==> config.mk <==
export PLATFORM = sky130hd
export DESIGN_NAME = frame_rr_arbiter
export DESIGN_NICKNAME = d
export VERILOG_FILES = /design/src/rtl/frame_arb_pkg.sv /design/src/rtl/rr_pick.sv /design/src/rtl/frame_rr_arbiter.sv
export SDC_FILE = /design/constraint.sdc
export NUM_CORES = 1
export LEC_CHECK = 0
export CORE_MARGIN = 4
export CORE_UTILIZATION = 36
export CTS_CLUSTER_DIAMETER = 30
export DETAILED_ROUTE_END_ITERATION = 7
export DONT_BUFFER_PORTS = 1
export PLACE_DENSITY_LB_ADDON = 0.08
export REMOVE_ABC_BUFFERS = 1
export SYNTH_ARGS = -nofsm -noshare
export SYNTH_HDL_FRONTEND = slang
export SYNTH_SLANG_ARGS = --single-unit
==> constraint.sdc <==
create_clock -name clk -period 1.95 [get_ports clk]
set_clock_uncertainty 0.1 [all_clocks]
set_input_delay 0.2925 -clock clk [delete_from_list [all_inputs] [get_ports clk]]
set_output_delay 0.2925 -clock clk [all_outputs]
set_load 0.01 [all_outputs]
==> src/rtl/frame_arb_pkg.sv <==
// Shared types and default sizing for the frame round-robin arbiter.
package frame_arb_pkg;

   typedef enum logic {
      IDLE = 1'b0,
      PASS = 1'b1
   } state_t;

   localparam int DEF_DATA_WIDTH = 32;
   localparam int DEF_NUM_CH     = 2;
   localparam int DEF_BLOCK_SIZE = 256;

endpackage

==> src/rtl/rr_pick.sv <==
// Combinational round-robin search: first requesting channel at or after ptr,
// wrapping past NUM_CH-1 back to channel 0.
module rr_pick #(
   parameter int NUM_CH = 2
) (
   input  logic [NUM_CH-1:0]         req,
   input  logic [$clog2(NUM_CH)-1:0] ptr,
   output logic [$clog2(NUM_CH)-1:0] idx,
   output logic                      any
);

   localparam int IW = $clog2(NUM_CH);

   int                c;
   logic [NUM_CH-1:0] sel;

   always_comb begin
      idx = '0;
      any = 1'b0;
      c   = 0;
      sel = '0;
      for (int k = 0; k < NUM_CH; k++) begin
         c = int'(ptr) + k;
         if (c >= NUM_CH) c = c - NUM_CH;
         sel = NUM_CH'(1) << c;
         if (!any && (|(req & sel))) begin
            any = 1'b1;
            idx = IW'(c);
         end
      end
   end

endmodule

==> src/rtl/frame_rr_arbiter.sv <==
// Block-granular round-robin arbiter: one channel owns the link for a whole
// interleaved block, with sof/eof framing for the downstream sync inserter.
module frame_rr_arbiter
   import frame_arb_pkg::*;
#(
   parameter int DATA_WIDTH          = DEF_DATA_WIDTH,
   parameter int NUM_CH              = DEF_NUM_CH,
   parameter int BLOCK_SIZE_IN_WORDS = DEF_BLOCK_SIZE
) (
   input  logic                         clk,
   input  logic                         rst,
   input  logic [NUM_CH*DATA_WIDTH-1:0] data_in,
   input  logic [NUM_CH-1:0]            valid_in,
   output logic [NUM_CH-1:0]            ready_out,
   output logic [DATA_WIDTH-1:0]        data_out,
   output logic                         valid_out,
   input  logic                         ready_in,
   output logic                         sof_out,
   output logic                         eof_out,
   output logic [$clog2(NUM_CH)-1:0]    grant_ch
);

   localparam int             GW        = $clog2(NUM_CH);
   localparam int             CW        = $clog2(BLOCK_SIZE_IN_WORDS);
   localparam logic [CW-1:0]  LAST_WORD = CW'(BLOCK_SIZE_IN_WORDS - 1);
   localparam logic [GW-1:0]  LAST_CH   = GW'(NUM_CH - 1);

   state_t            state, state_nxt;
   logic [CW-1:0]     cnt, cnt_nxt;
   logic [GW-1:0]     grant, grant_nxt;
   logic [GW-1:0]     last_grant, last_grant_nxt;

   logic [NUM_CH-1:0] grant_mask;
   logic [NUM_CH-1:0] pick_req;
   logic [GW-1:0]     pick_ptr, pick_idx;
   logic              pick_any;
   logic              xfer, block_end;

   function automatic logic [GW-1:0] next_ch(input logic [GW-1:0] ch);
      return (ch == LAST_CH) ? '0 : ch + GW'(1);
   endfunction

   assign grant_mask = NUM_CH'(1) << grant;
   assign xfer       = valid_out & ready_in;
   assign block_end  = (cnt == LAST_WORD);
   assign grant_ch   = grant;

   // At a block boundary the finishing channel is masked out, so it only
   // wins again (via IDLE) when nobody else is asking.
   assign pick_req = (state == PASS) ? (valid_in & ~grant_mask) : valid_in;
   assign pick_ptr = next_ch((state == PASS) ? grant : last_grant);

   rr_pick #(.NUM_CH(NUM_CH)) u_pick (
      .req (pick_req),
      .ptr (pick_ptr),
      .idx (pick_idx),
      .any (pick_any)
   );

   always_comb begin
      data_out  = '0;
      valid_out = 1'b0;
      ready_out = '0;
      sof_out   = 1'b0;
      eof_out   = 1'b0;
      if (state == PASS) begin
         data_out  = DATA_WIDTH'(data_in >> (grant * DATA_WIDTH));
         valid_out = valid_in[grant];
         ready_out = ready_in ? grant_mask : '0;
         sof_out   = valid_out & (cnt == '0);
         eof_out   = valid_out & block_end;
      end
   end

   always_comb begin
      state_nxt      = state;
      cnt_nxt        = cnt;
      grant_nxt      = grant;
      last_grant_nxt = last_grant;
      case (state)
         IDLE: begin
            if (pick_any) begin
               state_nxt = PASS;
               grant_nxt = pick_idx;
            end
         end
         PASS: begin
            if (xfer) begin
               if (block_end) begin
                  cnt_nxt        = '0;
                  last_grant_nxt = grant;
                  if (pick_any) grant_nxt = pick_idx;
                  else          state_nxt = IDLE;
               end else begin
                  cnt_nxt = cnt + CW'(1);
               end
            end
         end
         default: state_nxt = IDLE;
      endcase
   end

   always_ff @(posedge clk or negedge rst) begin
      if (!rst) begin
         state      <= IDLE;
         cnt        <= '0;
         grant      <= '0;
         last_grant <= LAST_CH;
      end else begin
         state      <= state_nxt;
         cnt        <= cnt_nxt;
         grant      <= grant_nxt;
         last_grant <= last_grant_nxt;
      end
   end

endmodule
Run 1, wires at chosen ports, followed through buffers:
Drawn at 8 px/um.
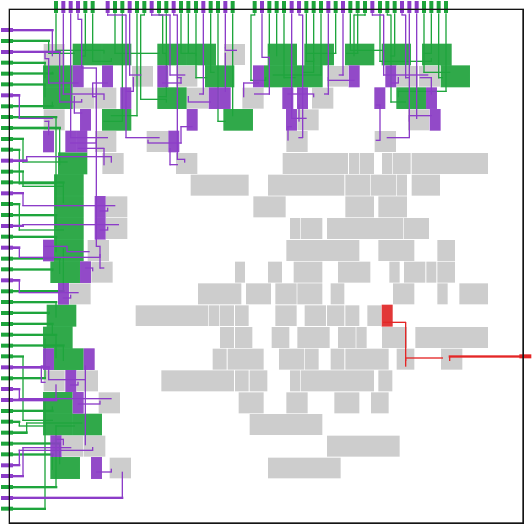
valid_out: marked red, bits 1, direction output, edge right, end cells 1, buffers 1, wire 22.3 um. data_out: marked purple, bits 32, direction output, edge 18 top, 14 left, end cells 32, buffers 32, wire 544 um. data_in: marked green, bits 64, direction input, edge 33 top, 31 left, end cells 32, buffers 0, wire 583 um.

Run 1, signal wires on met3:
Drawn at 6 px/um. Cells faint in the background.
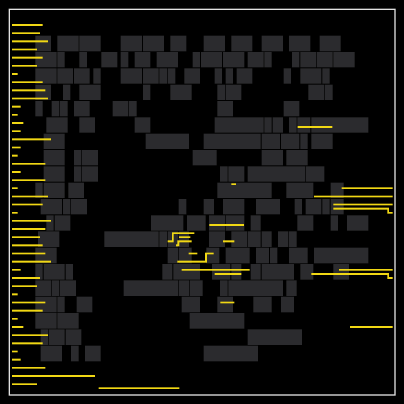
The layer holds 9.4% of the routed length. The longest straight run is 13.6 um. The wires run mostly horizontal. 61 nets have wire on it. The layer carries 302 um of wire.

Run 1, clock wiring as the flow saved it:
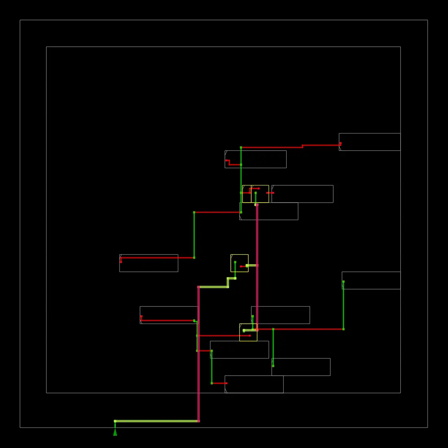
Power Clock: 0.000162 W
number of sequential cells in the layout: 11
latest clock arrival within the worst-skew pair: 270 ps
number of clock sinks: 11
number of clock-tree buffers in the layout: 4

==> out/highlights.md, run 1 <==
Final layout
- **nets** 245
- **inverter count** 4
- **share of final layout cell area taken by non-clock buffers** 19.9%
- **Syn-to-layout area delta** 33.3%
- **most frequent cells in the layout** sky130_fd_sc_hd__nor2_1, sky130_fd_sc_hd__buf_4, sky130_fd_sc_hd__mux2i_1
- **area of the multi-input gates** 832 um2
- **share of post-route cells with drive strength above 1** 28.3%
- **logic share of the area** 55.2%
- **final cell count without fillers** 217
- **number of diodes added for antenna fixing** 0
- **flop share of the area** 18.5%
- **area occupied by registers** 279 um2
- **fraction of area in clock buffers and inverters** 1.74%
- **dominant class by area** multi-input combinational cells
- **final design utilization** 49.8%
- **count of filler cells inserted in the layout** 295

Power
- **Pwr Density** 599 nW/um2
- **leakage power of the design** 0.658 nW
- **Worst IR Drop VDD** 240 uV

Global route
- **Total GRT Usage** 14.7%
- **initial antenna violation count** 0
- **via count of the first global-routing pass** 1129
- **global-route congestion overflow total** 0
- **global-route wire length before repair** 4920 um
- **maximum number of pins on one net before global-route repair** 40

Synth
- **number of synthesis warnings** 0
- **count of distinct cell types in the synthesized netlist** 33
- **count of state elements after synthesis** 11
- **number of cells in Yosys stat** 139
- **most frequent cells after synthesis** sky130_fd_sc_hd__mux2i_1, sky130_fd_sc_hd__nor2_1, sky130_fd_sc_hd__dfrtp_1, sky130_fd_sc_hd__nand3_1
- **Post-Synth Simple-Gate Area** 24.3%
- **top_reg_cell synth** sky130_fd_sc_hd__dfrtp_1
- **Cell area leaders** sky130_fd_sc_hd__mux2i_1, sky130_fd_sc_hd__dfrtp_1, sky130_fd_sc_hd__nor2_1
- **mux cell area share after synthesis** 32.9%
- **number of synthesized flops with an enable pin** 0
- **yosys adder share** 2.21%
- **biggest combinational cell group after synthesis** multiplexers
- **Post-Syn Instances** 139
- **post-synthesis average cell area** 8.14 um2
- **Post-synth seq share** 24.4%
- **cell type with the largest total area** sky130_fd_sc_hd__mux2i_1
- **Post-Synth AOI/OAI Area** 9.40%
- **Synth Cell Area** 1130 um2
- **top cell type's share of synthesized area** 31.9%
- **yosys stat chip area** 1130 um2
- **xor/xnor share of the synthesized area** 2.32%

Timing
- **final max-slew violation count** 0
- **final hold violation count** 0
- **worst path setup slack after routing** 73.3 ps
- **worst slew pin tran** 543 ps
- **maximum achievable frequency** 533 MHz
- **worst slew slack as a fraction of its limit** 63.7%
- **count of final setup violators** 0
- **RSZ-0062 raised after global routing** true

Floorplanning
- **y dimension of the die** 64.1 um
- **Std-Cell Core Area** 3030 um2
- **floorplan row count** 20
- **area enclosed by the die boundary** 4100 um2
- **top-level port count** 107
- **Die X-Extent** 64.1 um
- **starting utilization of the core area** 37.4%
- **n_taps** 44

Critical path
- **nature of the critical path startpoint** flop
- **arrival time at the worst endpoint** 1480 ps
- **Req. time, crit path** 1560 ps
- **Setup Crit Path Kind** reg2out
- **maximum fanout along the worst path** 39
- **sort of element at the end of the critical path** output pin

Run status
- **status** finished, final reports clean

Flow run
- **max capacitance violation total** 0
- **OpenROAD warning count** 27

Drt
- **vias per cell** 5.54
- **first-pass iteration count of the detailed router** 4
- **via count** 1202
- **routed length per placed instance** 14.8 um
- **residual DRC count** 0
- **ANT nets after route** 0

Placed design
- **routability congestion estimate from global placement** 0.844
- **PortBufs** 0
- **Placed Cells** 212
- **pre-CTS setup slack** 252 ps
- **HPWL after DPL** 2560 um

Worst hold path
- **type of the tightest min-delay check** in2reg

Clock network
- **clock tree from TritonCTS** yes
- **number of buffers inserted to repair setup after CTS** 0
- **buffer depth of the longest clock path** 2
- **H-tree depth** 1
- **Clock Pin Slew Worst Setup and Hold Paths** 80 ps
- **post-cts resize count** 1
- **cts-stage hold buffer count** 1
- **number of CTS-inserted buffers** 3

==> run 1: through the flow <==
step / instance area (um2) / TNS [ps] / hold WS, ps / total power (W)
3_5_place_dp: 1440 / 0 / -103 / 0.000723
4_1_cts: 1480 / 0 / 71.2 / 0.000896
3_3_place_gp: 1440 / 0 / -103 / 0.000718
2_1_floorplan: 1100 / -17370 / -103 / 0.000577
6_report: 1510 / 0 / 74.3 / 0.000903
5_1_grt: 1510 / -70.0 / 63.9 / 0.000981
==> run 1: sequential cells by signal, summed over array words and instances, names as in the netlist <==
name	flops
cnt	8
grant_ch	1
last_grant	1
state	1
==> run 1: routing by layer <==
metal	GRT usage [%]	vias up	routed length, um
met2	25.5	72	1640
met4	5.12	0	43
met1	17.9	552	1240
li1	-	571	-
met5	0	-	0
met3	2.81	7	302
==> run 1: final timing paths <==
kind                       slack [ps]  cells past startpoint            startpoint              endpoint
min reg2reg                       450                      1    cnt[4]$_DFFE_PN0P_    cnt[4]$_DFFE_PN0P_
max                                70                      4  grant_ch$_DFFE_PN0P_          data_out[10]
min in group asynchronous         340                      1                   rst       state$_DFF_PN0_
min                                70                      1           valid_in[1]       state$_DFF_PN0_
max in group asynchronous        1030                      1                   rst  grant_ch$_DFFE_PN0P_
max reg2reg                       240                      4    cnt[1]$_DFFE_PN0P_       state$_DFF_PN0_
==> run 1: power by group <==
group	total (W)	internal (W)	switching, W
registers	0.000363	0.000279	0.0000832
clock network	0.000162	0.0000792	0.0000830
logic	0.000378	0.000193	0.000185
total	0.000903	0.000552	0.000351
==> run 1: worst max-delay path, stage by stage (launching register included) <==
cell and delay [ps]:
sky130_fd_sc_hd__dfrtp_2 480, sky130_fd_sc_hd__buf_12 260, sky130_fd_sc_hd__mux2i_1 230, sky130_fd_sc_hd__nor2_1 60, sky130_fd_sc_hd__buf_4 150
==> run 2: changes to the inputs <==
--- a/config.mk
+++ b/config.mk
@@ -10,6 +10,7 @@
 export CTS_CLUSTER_DIAMETER = 30
 export DETAILED_ROUTE_END_ITERATION = 7
 export DONT_BUFFER_PORTS = 1
+export HOLD_SLACK_MARGIN = 0.05
 export PLACE_DENSITY_LB_ADDON = 0.08
 export REMOVE_ABC_BUFFERS = 1
 export SYNTH_ARGS = -nofsm -noshare
Run 2, clock wiring as the flow saved it:
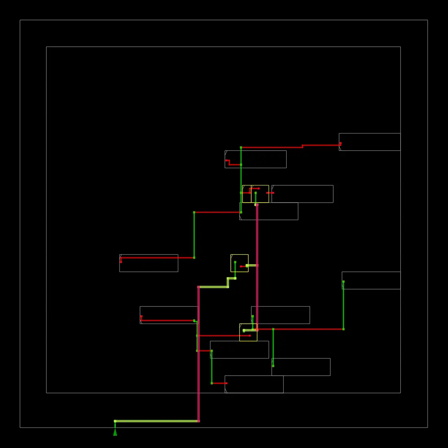
number of CTS-inserted buffers: 3

Run 2, clock network drawn from the DEF:
Drawn at 8 px/um.
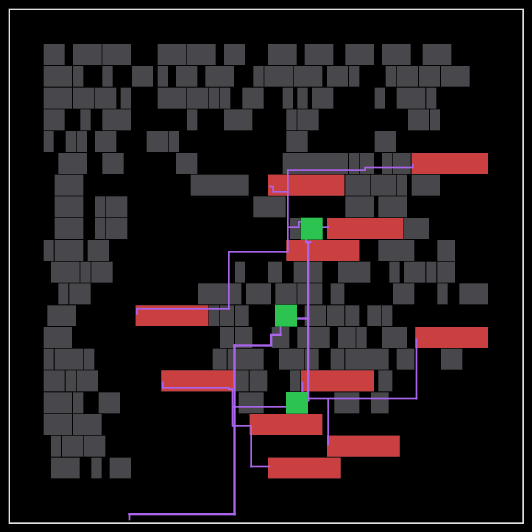
flip-flops: marked red, count 11. cells driving clock nets: marked green, count 3. clock wires: marked purple, length 194 um.
There are 4 routed clock nets.

==> run 2 against run 1 <==
Against the previous run:
- critical path type unchanged
- cell count unchanged
- sequential power is essentially flat
- area after synthesis stayed put
- synthesized cell count is the same
- wire length did not move
- critical endpoint unchanged
- largest cell class unchanged
==> out/highlights.md, run 2 <==
Final layout
- **number of diodes added for antenna fixing** 0
- **nets** 245
- **final cell count without fillers** 217
- **Syn-to-layout area delta** 33.3%
- **Largest register FFs** 8
- **register ranked first by flip-flop count** cnt
- **final design utilization** 49.8%
- **share of post-route cells with drive strength above 1** 28.3%
- **most frequent cells in the layout** sky130_fd_sc_hd__nor2_1, sky130_fd_sc_hd__buf_4, sky130_fd_sc_hd__mux2i_1

Power
- **Switching Power** 0.000351 W
- **Total Power** 0.000903 W
- **leakage power of the design** 0.658 nW
- **design internal power** 0.000552 W
- **Worst IR Drop VDD** 240 uV
- **Pwr Density** 599 nW/um2
- **Seq pwr share** 40.2%
- **switching power as a share of total power** 38.9%
- **combinational share of power** 41.9%
- **part of the total power dissipated in the clock network** 18.0%

Critical path
- **maximum fanout along the worst path** 39
- **sort of element at the end of the critical path** output pin
- **arrival time at the worst endpoint** 1480 ps
- **nature of the critical path startpoint** flop
- **Req. time, crit path** 1560 ps
- **Setup Crit Path Kind** reg2out

Drt
- **ANT nets after route** 0
- **via count** 1202
- **highest routing layer actually used** met4
- **residual DRC count** 0
- **Met2 Routed Length** 1640 um
- **first-pass iteration count of the detailed router** 4
- **met1 WL** 1240 um
- **met3 wirelength from detailed routing** 302 um
- **routed length per placed instance** 14.8 um
- **vias per cell** 5.54
- **total routed wirelength** 3220 um
- **Detailed Route Iter0 Violations** 56

Clock network
- **Clock Pin Slew Worst Setup and Hold Paths** 80 ps
- **latest clock arrival within the worst-skew pair** 270 ps
- **clock tree root driver cell** sky130_fd_sc_hd__clkbuf_4
- **clock tree from TritonCTS** yes
- **number of clock sinks** 11
- **buffer depth of the longest clock path** 2
- **H-tree depth** 1
- **number of buffers inserted to repair setup after CTS** 0

Synth
- **Post-Synth Simple-Gate Area** 24.3%
- **top_reg_cell synth** sky130_fd_sc_hd__dfrtp_1
- **Post-synth seq share** 24.4%
- **Post-Synth AOI/OAI Area** 9.40%
- **count of state elements after synthesis** 11
- **number of synthesis warnings** 0
- **yosys adder share** 2.21%
- **Post-Syn Instances** 139
- **Cell area leaders** sky130_fd_sc_hd__mux2i_1, sky130_fd_sc_hd__dfrtp_1, sky130_fd_sc_hd__nor2_1
- **mux cell area share after synthesis** 32.9%
- **Synth Cell Area** 1130 um2
- **number of cells in Yosys stat** 139
- **post-synthesis average cell area** 8.14 um2
- **xor/xnor share of the synthesized area** 2.32%
- **most frequent cells after synthesis** sky130_fd_sc_hd__mux2i_1, sky130_fd_sc_hd__nor2_1, sky130_fd_sc_hd__dfrtp_1, sky130_fd_sc_hd__nand3_1
- **FFs w/ async S/R, synth** 100%
- **cell type with the largest total area** sky130_fd_sc_hd__mux2i_1
- **count of distinct cell types in the synthesized netlist** 33
- **top cell type's share of synthesized area** 31.9%
- **biggest combinational cell group after synthesis** multiplexers
- **yosys stat chip area** 1130 um2
- **number of synthesized flops with an enable pin** 0

Global route
- **global-route wire length before repair** 4920 um
- **initial antenna violation count** 0
- **maximum number of pins on one net before global-route repair** 40
- **met1 track demand over resource in global routing** 17.9%
- **met2 routing resource usage after global routing** 25.5%
- **most crowded layer after global routing** met2
- **global-route congestion overflow total** 0
- **fraction of met3 tracks used by global routing** 2.81%
- **via count of the first global-routing pass** 1129
- **Total GRT Usage** 14.7%

Floorplanning
- **top-level port count** 107
- **starting utilization of the core area** 37.4%
- **Die X-Extent** 64.1 um
- **y dimension of the die** 64.1 um
- **Std-Cell Core Area** 3030 um2
- **area enclosed by the die boundary** 4100 um2
- **floorplan row count** 20

Timing
- **count of final setup violators** 0
- **final max-slew violation count** 0
- **final critical path time including I/O delays and setup** 1880 ps
- **worst slew pin tran** 543 ps
- **Final Cycle Share** 96.2%
- **worst hold slack** 74.3 ps
- **maximum achievable frequency** 533 MHz
- **final hold violation count** 0
- **RSZ-0062 raised after global routing** true
- **worst path setup slack after routing** 73.3 ps
- **worst slew slack as a fraction of its limit** 63.7%

Placed design
- **pre-CTS setup slack** 252 ps
- **HPWL after DPL** 2560 um
- **PortBufs** 0
- **Placed Cells** 212
- **routability congestion estimate from global placement** 0.844

Flow run
- **OpenROAD warning count** 27
- **max capacitance violation total** 0

Worst hold path
- **type of the tightest min-delay check** in2reg

Run status
- **status** finished, final reports clean

[run 2: what timing repair did]
action | CTS | global route
pin swaps | 0 | 1
setup endpoints to repair | 1 | 2
gates resized | 1 | 5
hold buffers | 1 | 0
endpoints found under the hold margin | 11 | 0
[run 2: worst paths after layout]
| kind | depth (start not counted) | slack, ps | start | endpoint |
|---|---|---|---|---|
| worst min-delay path | 1 | 70 | valid_in[1] | state$_DFF_PN0_ |
| max in group asynchronous | 1 | 1030 | rst | grant_ch$_DFFE_PN0P_ |
| worst min register to register | 1 | 450 | cnt[4]$_DFFE_PN0P_ | cnt[4]$_DFFE_PN0P_ |
| worst max-delay path | 4 | 70 | grant_ch$_DFFE_PN0P_ | data_out[10] |
| min in group asynchronous | 1 | 340 | rst | state$_DFF_PN0_ |
| worst max register to register | 4 | 240 | cnt[1]$_DFFE_PN0P_ | state$_DFF_PN0_ |
[run 2: layout make-up]
class,instances,area (um2)
flip-flops and latches,11,279
fillers,295,1520
inverters,4,15.0
well taps,44,55.1
multi-input cells,116,832
clock buffers,4,26.3
repair buffers,38,300
[run 2: critical path, stage by stage, from the launching register on]
cell                      delay, ps
sky130_fd_sc_hd__dfrtp_2        480
sky130_fd_sc_hd__buf_12         260
sky130_fd_sc_hd__mux2i_1        230
sky130_fd_sc_hd__nor2_1          60
sky130_fd_sc_hd__buf_4          150
[run 2: through the flow]
step	TNS, ps	cell area (um2)
after global placement	0	1440
after global routing	-70.0	1510
after CTS	0	1480
after floorplan	-17370	1100
after detailed placement	0	1440
final	0	1510
[run 2: power groups by stage]
stage	sequential [W]	combinational [W]	clock, W
floorplan	0.000354	0.000222	0
global placement	0.000356	0.000362	0
detailed placement	0.000360	0.000364	0
CTS	0.000355	0.000373	0.000168
global route	0.000370	0.000429	0.000181
finish	0.000363	0.000378	0.000162
Power is estimated from default activity; no workload was simulated.
